<file path="src/rtl/mux_nto1_stream.sv">
// rtl/mux_nto1_stream.sv - N-input valid/ready stream mux with one registered output stage
// Grant comes from i_sel (MODE 0) or a round-robin search after the last served channel (MODE 1).
module mux_nto1_stream #(
  parameter int WIDTH = 8,
  parameter int N     = 4,
  parameter int MODE  = 0,
  localparam int SELW = $clog2(N)
) (
  input  logic               i_clk,
  input  logic               i_rst_n,
  input  logic [SELW-1:0]    i_sel,
  input  logic [N*WIDTH-1:0] i_in_data,
  input  logic [N-1:0]       i_in_valid,
  output logic [N-1:0]       o_in_ready,
  output logic [WIDTH-1:0]   o_out_data,
  output logic               o_out_valid,
  input  logic               i_out_ready,
  output logic [SELW-1:0]    o_out_src
);

  logic [WIDTH-1:0] r_data;
  logic             r_valid;
  logic [SELW-1:0]  r_src;

  logic             w_can_load;
  logic             w_gnt_vld;
  logic [SELW-1:0]  w_gnt_idx;
  logic [WIDTH-1:0] w_gnt_data;
  logic             w_gnt_in_valid;
  logic             w_accept;

  assign w_can_load = !r_valid || i_out_ready;

  generate
    if (MODE == 0) begin : g_sel
      always_comb begin
        w_gnt_vld = 1'b0;
        w_gnt_idx = '0;
        if ({1'b0, i_sel} < (SELW+1)'(N)) begin
          w_gnt_vld = 1'b1;
          w_gnt_idx = i_sel;
        end
      end
    end else begin : g_rr
      logic [SELW-1:0] r_ptr;
      logic            w_unused_sel;
      assign w_unused_sel = ^i_sel;

      always_ff @(posedge i_clk or negedge i_rst_n) begin
        if (!i_rst_n)      r_ptr <= SELW'(N-1);
        else if (w_accept) r_ptr <= w_gnt_idx;
      end

      // Channels after r_ptr outrank the wrapped ones; within each region the lowest index wins.
      always_comb begin
        w_gnt_vld = 1'b0;
        w_gnt_idx = '0;
        for (int i = N-1; i >= 0; i--) begin
          if (i_in_valid[i] && (SELW'(i) <= r_ptr)) begin
            w_gnt_vld = 1'b1;
            w_gnt_idx = SELW'(i);
          end
        end
        for (int i = N-1; i >= 0; i--) begin
          if (i_in_valid[i] && (SELW'(i) > r_ptr)) begin
            w_gnt_vld = 1'b1;
            w_gnt_idx = SELW'(i);
          end
        end
      end
    end
  endgenerate

  always_comb begin
    w_gnt_data     = '0;
    w_gnt_in_valid = 1'b0;
    o_in_ready     = '0;
    for (int i = 0; i < N; i++) begin
      if (w_gnt_vld && (w_gnt_idx == SELW'(i))) begin
        w_gnt_data     = i_in_data[i*WIDTH +: WIDTH];
        w_gnt_in_valid = i_in_valid[i];
        o_in_ready[i]  = w_can_load;
      end
    end
  end

  assign w_accept = w_can_load && w_gnt_in_valid;

  always_ff @(posedge i_clk or negedge i_rst_n) begin
    if (!i_rst_n) begin
      r_valid <= 1'b0;
      r_data  <= '0;
      r_src   <= '0;
    end else if (w_accept) begin
      r_valid <= 1'b1;
      r_data  <= w_gnt_data;
      r_src   <= w_gnt_idx;
    end else if (i_out_ready) begin
      r_valid <= 1'b0;
    end
  end

  assign o_out_data  = r_data;
  assign o_out_valid = r_valid;
  assign o_out_src   = r_src;

endmodule

</file>
<file path="config.mk">
export PLATFORM = sky130hd
export DESIGN_NAME = mux_nto1_stream
export DESIGN_NICKNAME = d
export VERILOG_FILES = /design/src/rtl/mux_nto1_stream.sv
export SDC_FILE = /design/constraint.sdc
export NUM_CORES = 1
export LEC_CHECK = 0
export CAP_MARGIN = 20
export CORE_UTILIZATION = 36
export DETAILED_ROUTE_END_ITERATION = 12
export GPL_ROUTABILITY_DRIVEN = 1
export PLACE_DENSITY = 0.92
export SLEW_MARGIN = 20
export SYNTH_ARGS = -nofsm -noshare
export SYNTH_HDL_FRONTEND = slang
export SYNTH_SLANG_ARGS = --single-unit
</file>
<file path="constraint.sdc">
create_clock -name i_clk -period 2.4 [get_ports i_clk]
set_input_delay 0.6 -clock i_clk [delete_from_list [all_inputs] [get_ports i_clk]]
set_output_delay 0.6 -clock i_clk [all_outputs]
set_load 0.05 [all_outputs]
</file>
run_1/cell_density.png
Scale: 8 px per um. The die is cut into 9 by 9 equal tiles; white is low, dark blue is high, 0 to 100% covered.
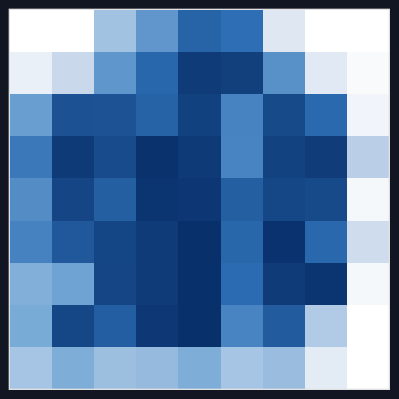
- fullest tile: 100%
- emptiest ninth of the die: upper right
- tiles over 75% full: 51%
- densest ninth of the die: centre
- mean over tiles: 62%
- nearly empty tiles: 7.4%
core area: 1940 um^2
fp_density: 38.1%
Core Util, Final: 73.5%

run_1/layer_met3.png
Scale: 10 px per um. Cells faint in the background.
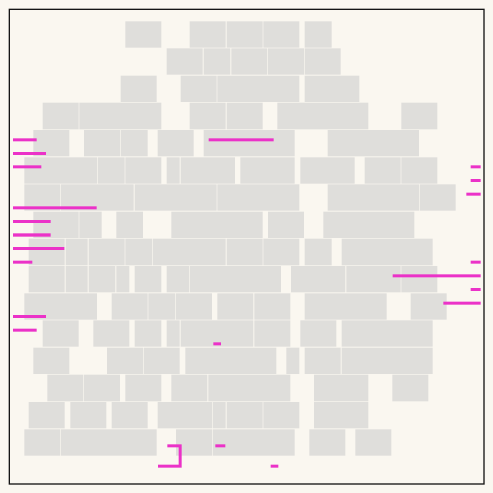
- wire length on this layer: 62.5 um
- longest straight run: 8.50 um

run_1/layer_met1.png
Scale: 6 px per um. Supply wires on this layer in grey.
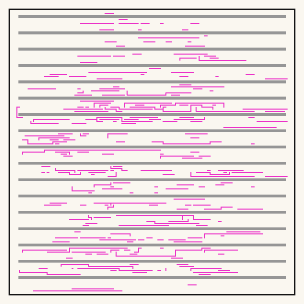
- nets with wire on the layer: 130
- wire length on this layer: 801 um
- main direction: horizontal
Vias: 660
Routed WL: 2.10 mm

==> results.tsv, run 1 <==
metric	value	unit
port_buffers	55	
status	complete, no violations	
yosys-top-cells-area	dfrtp_1 (37%), mux4_2 (21%), mux2_4 (18%)	
power_density	622	nW/um^2
cts_tree	yes	
hpwlAfterDp	1.75	mm
cp-end-kind	output port	
cp-start-kind	input port	
max_stage_delay	0.51	ns
setup_ws	0.0758	ns
grt_use_total	22.3	%
numSynthFlops	11	
worstMarginPinSlew	0.530	ns
grt_pass1_vias	738	
log.warning_count	26	
hold_buffers	0	
cp-endpoint	o_in_ready[1]	
maxCapViolCount	0	
cts_buffers	3	
clock_path_buffers	2	
synth_async_sr_flop_share	100	%
reg2reg_depth	5	
antenna_found_initial	0	
run 1: flip-flops by register name, summed over array words and instances, names as in the netlist:
register,count
o_out_src,2
o_out_data,8
o_out_valid,1
run 1: through the flow:
step / power [W] / std cells / hold WS, ns / util (%)
finish: 0.000889 / 137 / 0.512 / 73.5
global route: 0.000927 / 137 / 0.538 / 73.5
CTS: 0.000895 / 137 / 0.515 / 73.5
detailed placement: 0.000767 / 133 / 0.495 / 72.2
global placement: 0.000756 / 133 / 0.495 / 72.2
floorplan: 0.000559 / 48 / 0.304 / -
run 1: metal layers:
metal	GRT usage, %	vias up	part of all wire [%]
met2	40.3	23	57
met3	4.62	4	3.0
met4	14.3	0	2.0
met5	0	-	0
li1	-	311	-
met1	23.0	322	38
run 1: final cells by class:
| type | count | area [um^2] |
|---|---|---|
| flip-flops and latches | 11 | 275 |
| well taps | 27 | 33.8 |
| inverters | 1 | 3.75 |
| fillers | 133 | 514 |
| multi-input cells | 32 | 433 |
| clock buffers | 4 | 26.3 |
| repair buffers | 62 | 656 |
run 1: critical path: cells and delay by family:
family / cells / cell delay (ns)
buffers and inverters: 3 / 0.87
AND/OR/NAND/NOR: 1 / 0.25
run 1: power by group:
group          internal, W  switching, W
clock            0.0000643     0.0000614
combinational     0.000246      0.000258
sequential        0.000231     0.0000275
total             0.000541      0.000347
run 1: cell usage in the layout (no fill, tap or decap), types with 2 or more instances in the layout:
cell type	instances
mux4_2	7
clkdlybuf4s50_1	51
mux2_4	9
nor3_2	2
nand2_1	2
buf_4	6
mux2i_1	2
clkbuf_4	3
dfrtp_1	11
buf_12	5
run 1: kinds of logic after synthesis:
kind of cell / share of synthesized area [%]
AND-OR/OR-AND: 3.22
buffers and inverters: 5.58
flip-flops: 37.2
multiplexers: 45.9
AND/OR/NAND/NOR: 8.12
## Run 2: what changed since run 1
--- a/config.mk
+++ b/config.mk
@@ -7,8 +7,8 @@
 export LEC_CHECK = 0
 export CAP_MARGIN = 20
 export CORE_UTILIZATION = 36
+export CTS_CLUSTER_DIAMETER = 60
 export DETAILED_ROUTE_END_ITERATION = 12
-export GPL_ROUTABILITY_DRIVEN = 1
 export PLACE_DENSITY = 0.92
 export SLEW_MARGIN = 20
 export SYNTH_ARGS = -nofsm -noshare
run_2/cell_density.png
Scale: 8 px per um. The die is cut into 9 by 9 equal tiles; white is low, dark blue is high, 0 to 100% covered.
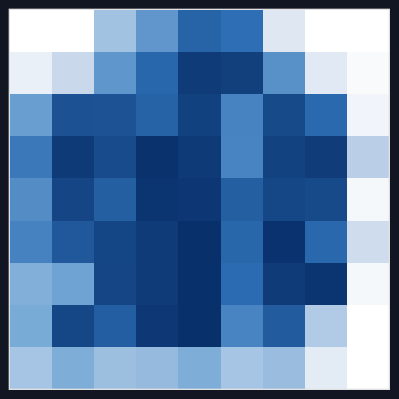
- fullest tile: 100%
- emptiest ninth of the die: upper right
- densest ninth of the die: centre
- tiles over 75% full: 51%
- mean over tiles: 62%

run_2/layer_met3.png
Scale: 10 px per um. Cells faint in the background.
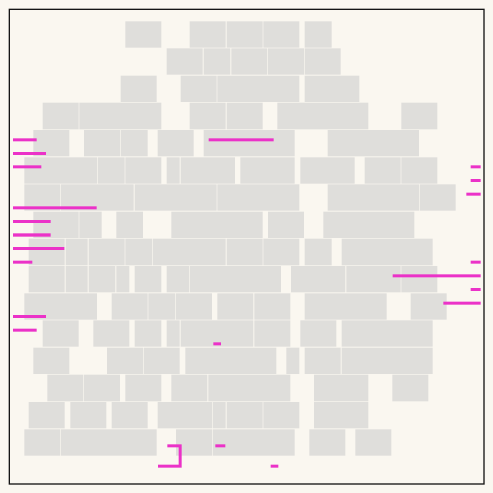
- share of all routed wire: 3.0%
- wire length on this layer: 62.5 um
- nets with wire on the layer: 20
- main direction: horizontal
- longest straight run: 8.50 um

==> run 2 against run 1 <==
Cell count is the same. First-iteration DRC count is the same. Clock skew is the same. Sequential share of layout area is the same. Synthesized area is the same. Count of clock-buffer cells in the layout is the same. Global-route usage is the same. Clock power is essentially flat. Power is the same.
==> results.tsv, run 2 <==
metric	value	unit
numSynthFlops	11	
max_stage_delay	0.51	ns
cts_buffers	3	
cp.buffers_inverters	3	
fp_util	38.1	%
final_layout_top_logic_cell	clkdlybuf4s50_1	
yosys-top-cells-area	dfrtp_1 (37%), mux4_2 (21%), mux2_4 (18%)	
most-common-layout-cells	clkdlybuf4s50_1 (51), dfrtp_1 (11), mux2_4 (9), mux4_2 (7), buf_4 (6)	
fill_cells	133	
cp_top_family	buffers and inverters	
largest_reg_flops	8	
clock_path_buffers	2	
holdWs	0.512	ns
seq_area	275	um^2
cp-start-kind	input port	
num_vias	660	
port_buffers	55	
grt_pass1_vias	738	
final_util	73.5	%
log.warning_count	26	
power_density	622	nW/um^2
cts_tree	yes	
crit_path_start	i_sel[0]	
power	0.000889	W
maxCapViolCount	0	
comb_area	433	um^2
antenna_found_initial	0	
worstMarginPinSlew	0.530	ns
cp-end-kind	output port	
hold_buffers	0	
status	complete, no violations	
hpwlAfterDp	1.75	mm
grt_use_total	22.3	%
synth_async_sr_flop_share	100	%
wl	2.10	mm
-- run 2: cell counts after synthesis --
No cell type changed its count.
-- run 2: power by group --
part	total (W)	switching, W	internal [W]
Sequential	0.000258	0.0000275	0.000231
Combinational	0.000505	0.000258	0.000246
Clock	0.000126	0.0000614	0.0000643
-- run 2: metal layers --
layer	part of all wire [%]	routed length, um	vias up	global-route usage [%]
li1	-	-	311	-
met1	38	801	322	23.0
met2	57	1190	23	40.3
met3	3.0	62	4	4.62
met4	2.0	42	0	14.3
met5	0	0	-	0
-- run 2: area by class of cell --
cell class / count / area share (%)
inverter: 1 / 0.263
tap: 27 / 2.37
sequential: 11 / 19.3
clock buffer: 4 / 1.84
multi-input combinational: 32 / 30.3
timing repair buffer: 62 / 45.9
-- run 2: logic make-up after synthesis --
| logic type | count (synthesis) | synth area share, % |
|---|---|---|
| compound gates | 3 | 3.22 |
| mux | 19 | 45.9 |
| buf+inv | 5 | 5.58 |
| simple gates | 10 | 8.12 |
| flops | 11 | 37.2 |
-- run 2: path summary, 6_finish.rpt --
| check | to | slack (ns) | depth (start not counted) |
|---|---|---|---|
| worst max register to register | o_out_data[1] | 0.69 | 5 |
| worst max-delay path | o_in_ready[1] | 0.08 | 4 |
| max in group asynchronous | o_out_data[7] | 1.42 | 1 |
| worst min register to register | o_out_data[7] | 0.51 | 1 |
| min in group asynchronous | o_out_valid | 0.66 | 1 |
| worst min-delay path | o_out_data[7] | 0.51 | 1 |
-- run 2: through the flow --
step,worst slack [ns],cells
2_1_floorplan,0.269,48
3_3_place_gp,0.0676,133
3_5_place_dp,0.0254,133
4_1_cts,0.0636,137
5_1_grt,0.000285,137
6_report,0.0758,137
run_2/layer_met1.png
Scale: 6 px per um. Supply wires on this layer in grey.
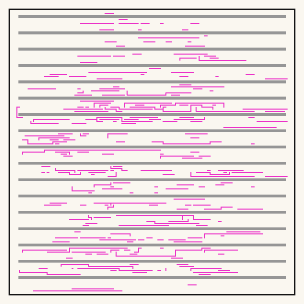

## Run 3: what changed since run 2
--- a/config.mk
+++ b/config.mk
@@ -6,6 +6,7 @@
 export NUM_CORES = 1
 export LEC_CHECK = 0
 export CAP_MARGIN = 20
+export CORE_ASPECT_RATIO = 1.4
 export CORE_UTILIZATION = 36
 export CTS_CLUSTER_DIAMETER = 60
 export DETAILED_ROUTE_END_ITERATION = 12
run_3/layer_met1.png
Scale: 4 px per um. Supply wires on this layer in grey.
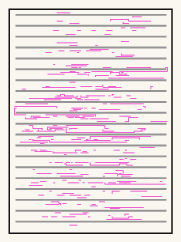
- longest straight run: 19.3 um
- wire length on this layer: 670 um
- main direction: horizontal
- nets with wire on the layer: 127
- share of all routed wire: 35%

==> run 3 against run 2 <==
Register-to-register slack improved by 0.02 ns. Critical path type unchanged. Setup slack improved by 0.012 ns. Critical path depth unchanged. First-iteration DRC count fell by 40%.
==> results.tsv, run 3 <==
metric	value	unit
largest_reg_flops	8	
layout.cells.non_filler	130	
grt_pass1_vias	715	
grt_busiest_layer	met2	
most-common-layout-cells	clkdlybuf4s50_1 (51), dfrtp_1 (11), mux2_4 (9), mux4_2 (7)	
numSynthFlops	11	
status	complete, no violations	
hpwlAfterDp	1.72	mm
gr-usage-met3	2.40	%
wl	1.94	mm
met1_length	669	um
synth_async_sr_flop_share	100	%
met1_usage	22.5	%
power_density	624	nW/um^2
cp-end-kind	output port	
clock_path_buffers	2	
cts_tree	yes	
cp-start-kind	input port	
maxCapViolCount	0	
port_buffers	55	
worstMarginPinSlew	0.504	ns
cts_buffers	3	
log.warning_count	26	
coreArea	1950	um^2
grt_use_total	20.5	%
run_3/clk_routes.png
Scale: 6 px per um.
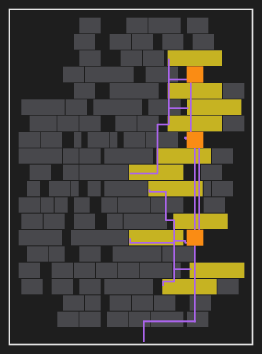
- flip-flops: yellow (count 11)
- clock wires: purple (length 144 um)
- clock drivers: orange (count 3)
- routed clock nets: 4
clock skew: 0.00297 ns
Clk. pwr: 0.000121 W
clk latency late pin: 0.26 ns
Clock power frac: 13.7%

-- run 3: cell count changes in the layout (fill, tap and decap cells not counted) --
| cell | before | now |
|---|---|---|
| buf_4 | 6 | 5 |
-- run 3: area by class of cell --
| class | count | area, um^2 |
|---|---|---|
| multi-input cells | 32 | 433 |
| well taps | 21 | 26.3 |
| flip-flops and latches | 11 | 275 |
| fillers | 130 | 537 |
| repair buffers | 61 | 648 |
| inverters | 1 | 3.75 |
| clock buffers | 4 | 26.3 |
-- run 3: report_power, final --
part / leakage, nW / switching [W] / internal (W)
Clock: 0.0150 / 0.0000568 / 0.0000642
Sequential: 0.127 / 0.0000276 / 0.000231
Combinational: 0.459 / 0.000257 / 0.000245
Total: 0.602 / 0.000341 / 0.000540
-- run 3: worst max-delay path, cell delays in order --
cell	delay, ns
clkdlybuf4s50_1	0.52
buf_4	0.21
and3_1	0.23
buf_12	0.15
-- run 3: stage by stage --
step           setup slack (ns)  cell area, um^2  power [W]  hold WS, ns
2_1_floorplan             0.269              749   0.000559        0.304
4_1_cts                  0.0927             1410   0.000890        0.517
6_report                 0.0875             1410   0.000881        0.514
3_3_place_gp              0.107             1390   0.000754        0.497
5_1_grt                  0.0614             1410   0.000919        0.533
3_5_place_dp             0.0358             1390   0.000766        0.502
-- run 3: final timing paths --
check	slack, ns	cells after the start	end
max	0.09	4	o_in_ready[3]
max in group asynchronous	1.44	1	o_out_data[2]
min in group asynchronous	0.65	1	o_out_data[0]
min reg2reg	0.51	1	o_out_data[2]
min	0.51	1	o_out_data[2]
max reg2reg	0.71	5	o_out_data[1]
-- run 3: logic make-up after synthesis --
kind of cell | after synthesis | synth area share, %
buf+inv | 5 | 5.58
flops | 11 | 37.2
simple gates | 10 | 8.12
compound gates | 3 | 3.22
mux | 19 | 45.9
Power and IR drop assume default switching activity.
